### Clock distribution, run 1

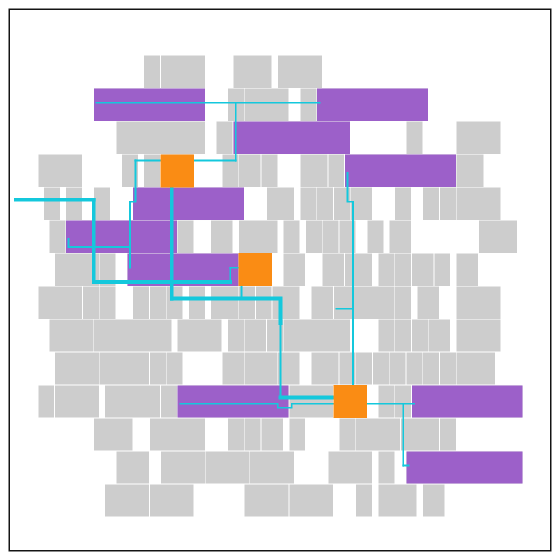
### The clock network, run 1

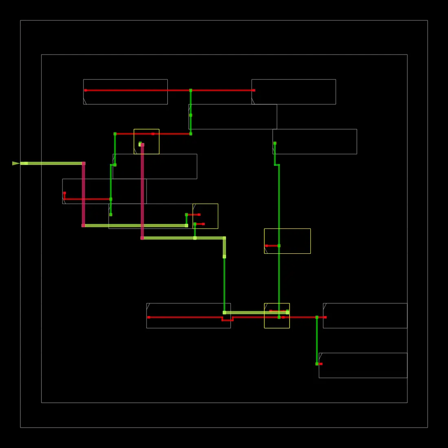
### Cells by drive strength, run 1

The bar under the picture is 10 um long.
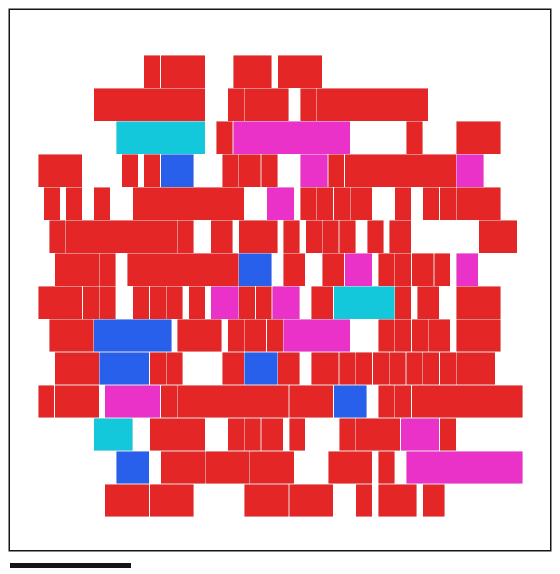
[src/rtl/pc_sequencer.sv]
// ---------------------------------------------------------------------------
// PcSequencer (module pc_sequencer)
// Program-counter stage of the RISC datapath. Holds the PC in a bank of
// rising-edge D flip-flops and picks the next PC each cycle: increment,
// branch target, stall hold or halt hold. A small BOOT/RUN/HALT machine
// sequences start-up after reset and halt/resume.
//
// Ports
//   clk_i        clock, all state updates on the rising edge
//   rst_ni       asynchronous active-low reset
//   stall_i      hold the PC this cycle (pipeline back-pressure)
//   br_en_i      load br_addr_i as the next PC
//   br_addr_i    branch/jump target
//   halt_req_i   enter HALT at the next edge
//   resume_i     leave HALT at the next edge
//   pc_o         current program counter (registered)
//   pc_plus1_o   pc_o + 1 modulo 2^WIDTH (combinational link source)
//   valid_o      fetch at pc_o is live (state RUN)
//   halted_o     sequencer is in HALT
// ---------------------------------------------------------------------------
module pc_sequencer #(
    parameter int unsigned     WIDTH      = 8,
    parameter logic [WIDTH-1:0] RESET_ADDR = '0
) (
    input  logic             clk_i,
    input  logic             rst_ni,
    input  logic             stall_i,
    input  logic             br_en_i,
    input  logic [WIDTH-1:0] br_addr_i,
    input  logic             halt_req_i,
    input  logic             resume_i,
    output logic [WIDTH-1:0] pc_o,
    output logic [WIDTH-1:0] pc_plus1_o,
    output logic             valid_o,
    output logic             halted_o
);

    // Code 2'b11 is deliberately unused; it is steered back to BOOT.
    typedef enum logic [1:0] {
        BOOT = 2'b00,
        RUN  = 2'b01,
        HALT = 2'b10
    } state_e;

    state_e           state_q, state_d;
    logic [WIDTH-1:0] pc_q, pc_d;

    // Increment wraps naturally at the register width; the carry is dropped.
    assign pc_plus1_o = pc_q + 1'b1;

    // State and PC registers. Reset acts immediately, regardless of the clock.
    always_ff @(posedge clk_i or negedge rst_ni) begin
        if (!rst_ni) begin
            state_q <= BOOT;
            pc_q    <= RESET_ADDR;
        end else begin
            state_q <= state_d;
            pc_q    <= pc_d;
        end
    end

    // Next-state and next-PC selection. In RUN the halt request outranks a
    // branch, and a branch outranks a stall. HALT only leaves on a resume
    // that is not accompanied by a fresh halt request.
    always_comb begin
        state_d = state_q;
        pc_d    = pc_q;
        case (state_q)
            BOOT: begin
                state_d = RUN;
            end
            RUN: begin
                if (halt_req_i) begin
                    state_d = HALT;
                end else if (br_en_i) begin
                    pc_d = br_addr_i;
                end else if (!stall_i) begin
                    pc_d = pc_plus1_o;
                end
            end
            HALT: begin
                if (resume_i && !halt_req_i) begin
                    state_d = RUN;
                end
            end
            default: begin
                state_d = BOOT;
            end
        endcase
    end

    assign pc_o     = pc_q;
    assign valid_o  = (state_q == RUN);
    assign halted_o = (state_q == HALT);

endmodule
[config.mk]
export PLATFORM = sky130hd
export DESIGN_NAME = pc_sequencer
export DESIGN_NICKNAME = d
export VERILOG_FILES = /design/src/rtl/pc_sequencer.sv
export SDC_FILE = /design/constraint.sdc
export NUM_CORES = 1
export LEC_CHECK = 0
export ABC_AREA = 1
export ABC_CLOCK_PERIOD_IN_PS = 1950
export CAP_MARGIN = 20
export CORE_MARGIN = 2
export CORE_UTILIZATION = 44
export CTS_CLUSTER_SIZE = 30
export DETAILED_ROUTE_END_ITERATION = 10
export HOLD_SLACK_MARGIN = 0.08
export PLACE_DENSITY = 0.95
export SYNTH_ARGS = -nofsm -noshare
export SYNTH_HDL_FRONTEND = slang
export SYNTH_SLANG_ARGS = --single-unit
[constraint.sdc]
create_clock -name clk_i -period 1.95 [get_ports clk_i]
set_input_delay 0.2925 -clock clk_i [delete_from_list [all_inputs] [get_ports clk_i]]
set_output_delay 0.2925 -clock clk_i [all_outputs]
set_load 0.02 [all_outputs]
==> notes.md, run 1 <==
Here are the numbers from the latest Yosys + OpenROAD run.

The switching power came out at 899 uW. The flow ran to the end, and the final reports show no timing, DRC or antenna violations. The power report attributes to the sequential group a share of 0.256. The clock-pin slew on the worst setup and hold paths is 70 ps. At the end of routability-driven placement, the weighted congestion stood at 0.821. The combinational share of cell area is 0.367. met1 track demand over resource after global routing is 0.266.

Of the total power, combinational logic draws 0.637. The final count of hold timing violations came out at 0. Leaving out buffers and inverters, the combinational logic in the layout accounts for 395 sq um. The number of buffers inserted during clock tree synthesis is 3. The origin of the worst setup path is state_q[1]. On the critical path the largest part of the delay comes from buffers and inverters.

The number of top-level pins is 32. The fraction of area in registers came out at 0.234. Among all cell classes, the greatest summed area belongs to multi-input combinational cells. The final-stage net count is 156. The area taken by sequential standard cells is reported as 253 sq um. The script computed a power per unit cell area of 1680 nW/um^2.

The mapped cell area is 723 sq um. Per the detail_route log, the uppermost layer with routed signals is met4. The routed wirelength normalized by instance count came out at 13.8 um.

The final instance area is 1080 sq um. Per the final report, the share of cell area in non-clock buffers is 0.294. The average size of a mapped cell came out at 6.89 sq um. Measured against its own limit, the worst slew margin works out to 0.675.

According to the tapcell log, the count of inserted taps is 16.
Back to the opening pictures, 'Clock distribution':
[purple] flip-flops | count: 10
[orange] clock drivers | count: 3
[cyan] clock wires | length: 159 um
routed clock nets: 4

Back to the opening pictures, 'The clock network':
sink count of the clock tree: 10
Post-Route Skew: 0.281 ps
clkbuf count: 4
number of sequential cells in the layout: 10

Back to the opening pictures, 'Cells by drive strength':
[magenta] _2 cells | cells: 12 | share: 8.6%
[blue] _3 and _4 cells | cells: 7 | share: 5.0% | most used: clkbuf_4
[red] _0 and _1 cells | cells: 118 | share: 84% | most used: nand2_1
[cyan] _6 and larger | cells: 3 | share: 2.1%

## run 1: per-stage QoR
step                      power (mW)  hold slack [ps]  setup slack (ps)
after global placement          1.59              512               137
after floorplan                 1.11            -3.09               479
final                           1.81              344               111
after detailed placement        1.64              527              94.8
after global routing            1.93              351              21.5
after CTS                       1.80              353              29.5
## run 1: synth_stat cells
master / n / share of area
sky130_fd_sc_hd__inv_1: 13 / 0.067
sky130_fd_sc_hd__buf_6: 2 / 0.031
sky130_fd_sc_hd__nor2_8: 1 / 0.028
sky130_fd_sc_hd__o21ai_0: 4 / 0.028
sky130_fd_sc_hd__nor2_1: 12 / 0.062
sky130_fd_sc_hd__nand2_4: 1 / 0.016
sky130_fd_sc_hd__ha_1: 1 / 0.017
sky130_fd_sc_hd__a21oi_1: 3 / 0.021
sky130_fd_sc_hd__nand4_1: 1 / 0.0087
sky130_fd_sc_hd__nand3_4: 1 / 0.024
sky130_fd_sc_hd__nand2_1: 39 / 0.20
sky130_fd_sc_hd__o21ai_1: 2 / 0.014
sky130_fd_sc_hd__dfrtp_1: 10 / 0.35
sky130_fd_sc_hd__a21oi_2: 1 / 0.012
sky130_fd_sc_hd__o31ai_2: 1 / 0.017
sky130_fd_sc_hd__nand3_1: 6 / 0.042
sky130_fd_sc_hd__nand2_2: 3 / 0.026
sky130_fd_sc_hd__inv_6: 1 / 0.012
sky130_fd_sc_hd__nor2_2: 3 / 0.026
## run 1: power groups by stage
stage	Combinational, mW	Clock (mW)	Sequential (mW)
2_1_floorplan	0.583	0	0.527
3_3_place_gp	1.15	0	0.438
3_5_place_dp	1.19	0	0.451
4_1_cts	1.15	0.196	0.452
5_1_grt	1.24	0.217	0.476
6_report	1.15	0.194	0.462
## run 1: sequential cells by signal, indices dropped and copies added (netlist names)
register  cells
pc_o          8
state_q       2
==> run 2, diff against run 1 <==
--- a/config.mk
+++ b/config.mk
@@ -14,6 +14,7 @@
 export DETAILED_ROUTE_END_ITERATION = 10
 export HOLD_SLACK_MARGIN = 0.08
 export PLACE_DENSITY = 0.95
+export SKIP_LAST_GASP = 1
 export SYNTH_ARGS = -nofsm -noshare
 export SYNTH_HDL_FRONTEND = slang
 export SYNTH_SLANG_ARGS = --single-unit
### The clock network, run 2

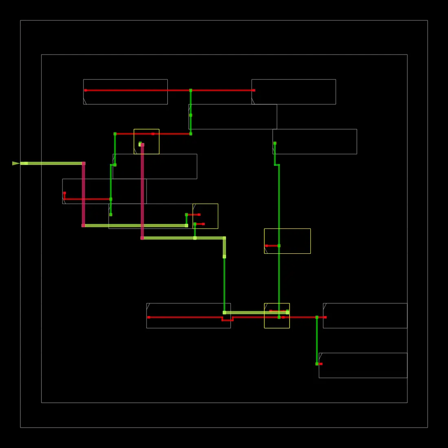
Skew-Pair Late Insertion Delay: 270 ps
Clk power: 194 uW
total clock buffers created by CTS: 3

### Cells by drive strength, run 2

The bar under the picture is 10 um long.
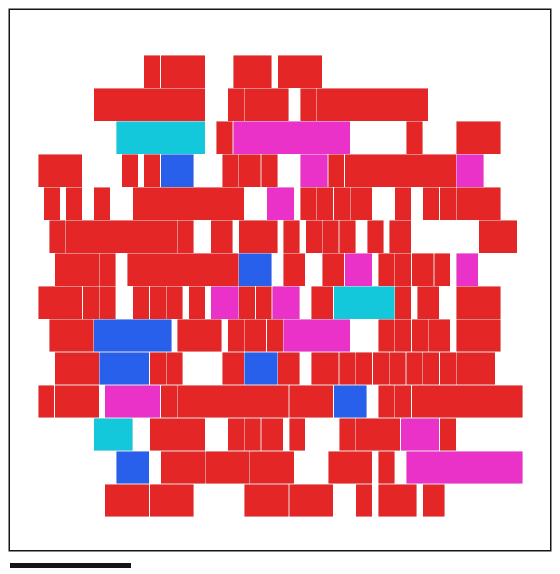
[magenta] _2 cells | cells: 12 | share: 8.6%
[blue] _3 and _4 cells | cells: 7 | share: 5.0% | most used: clkbuf_4
[cyan] _6 and larger | cells: 3 | share: 2.1%
[red] _0 and _1 cells | cells: 118 | share: 84% | most used: nand2_1

==> notes.md, run 2 <==
Here are the numbers from the latest Yosys + OpenROAD run.

The run finished with clean final reports. Endpoints failing hold in the final report were tallied at 0. The area fraction of the largest cell type after synthesis is 0.346. The top layer reached by signal wires is met4.

The mapped cell area is 723 sq um. The routability-driven placement congestion ratio is 0.821. The sink count of the clock tree came out at 10. Across all checked pins, the minimum headroom to the slew limit is 0.675. In the post-synthesis netlist, the biggest area contributors are sky130_fd_sc_hd__dfrtp_1, sky130_fd_sc_hd__nand2_1, sky130_fd_sc_hd__inv_1. The synthesized design spends more area on one cell type than any other, namely sky130_fd_sc_hd__dfrtp_1.

The power density of the placed cells came out at 1680 nW/um^2. The clock-pin slew on the worst setup and hold paths is 70 ps. Across the routed clock network, the largest skew measured is 0.281 ps.

The dominant register cell in the synthesized netlist is sky130_fd_sc_hd__dfrtp_1. The origin of the worst setup path is state_q[1]. The met1 demand-to-capacity share in global routing is 0.266. The average size of a mapped cell is 6.89 sq um.

Setup repair after global routing left no endpoint under its margin. The routed wirelength normalized by instance count is 13.8 um. Pin placement for this block handled 32 I/O pins. The most used standard cell by instance count after synthesis is sky130_fd_sc_hd__nand2_1.
### Cell classes on the final placement, run 2

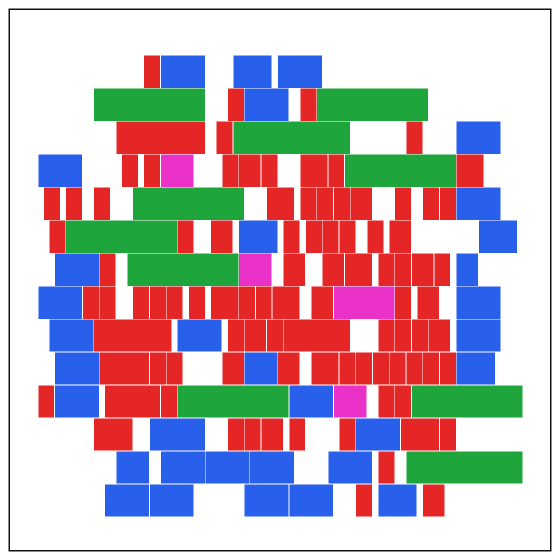
[magenta] clock drivers and dummy loads | cells: 4 | share of their area: 3.4%
[green] flops | cells: 10 | share of their area: 24%
[blue] other buffers and delay cells | cells: 33 | share of their area: 30%
[red] combinational and other logic | cells: 93 | share of their area: 43%

[run 2: cell counts after synthesis]
Identical to the previous run, type by type.
[run 2: worst paths after layout]
check | endpoint | slack, ps | depth (start not counted)
max | halted_o | 110 | 3
max in group asynchronous | pc_o[3] | 1250 | 1
min | pc_o[0] | 340 | 1
min in group clk_i | pc_o[6] | 580 | 2
min reg2reg | pc_o[6] | 580 | 2
max reg2reg | pc_o[3] | 650 | 6
[run 2: critical path, stage by stage, from the launching register on]
cell and delay, ps:
sky130_fd_sc_hd__dfrtp_1 460, sky130_fd_sc_hd__inv_1 60, sky130_fd_sc_hd__nor2_1 130, sky130_fd_sc_hd__clkdlybuf4s50_1 620
[run 2: where the power goes]
part           internal (mW)  leakage (nW)  switching (mW)
combinational          0.483         0.409           0.668
clock                  0.114        0.0210          0.0803
sequential             0.312         0.119           0.150
total                  0.909         0.548           0.899
[run 2: metrics by stage]
stage / instance area (sq um) / std cells / worst slack (ps) / util / hold WS [ps]
global placement: 1050 / 152 / 137 / 0.686 / 512
global route: 1080 / 156 / 21.5 / 0.708 / 351
CTS: 1080 / 156 / 29.5 / 0.707 / 353
finish: 1080 / 156 / 111 / 0.708 / 344
floorplan: 723 / 105 / 479 / - / -3.09
detailed placement: 1050 / 152 / 94.8 / 0.686 / 527
[run 2: timing repair]
action	4_1_cts	5_1_grt
gates cloned	0	0
hold buffers	0	0
pin swaps	0	0
setup buffers	0	0
setup endpoints to repair	6	3
hold endpoints to repair	0	0
gates resized	8	4
[run 2: cell type report]
cell class              instances  area (sq um)  share of cell area
well taps                      16          20.0              0.0186
repair buffers                 33           317               0.294
inverters                      14          57.6              0.0534
flip-flops and latches         10           253               0.234
clock buffers                   4          36.3              0.0336
multi-input cells              79           395               0.367
Power figures rest on the tool's default switching activity, not on a simulated workload.
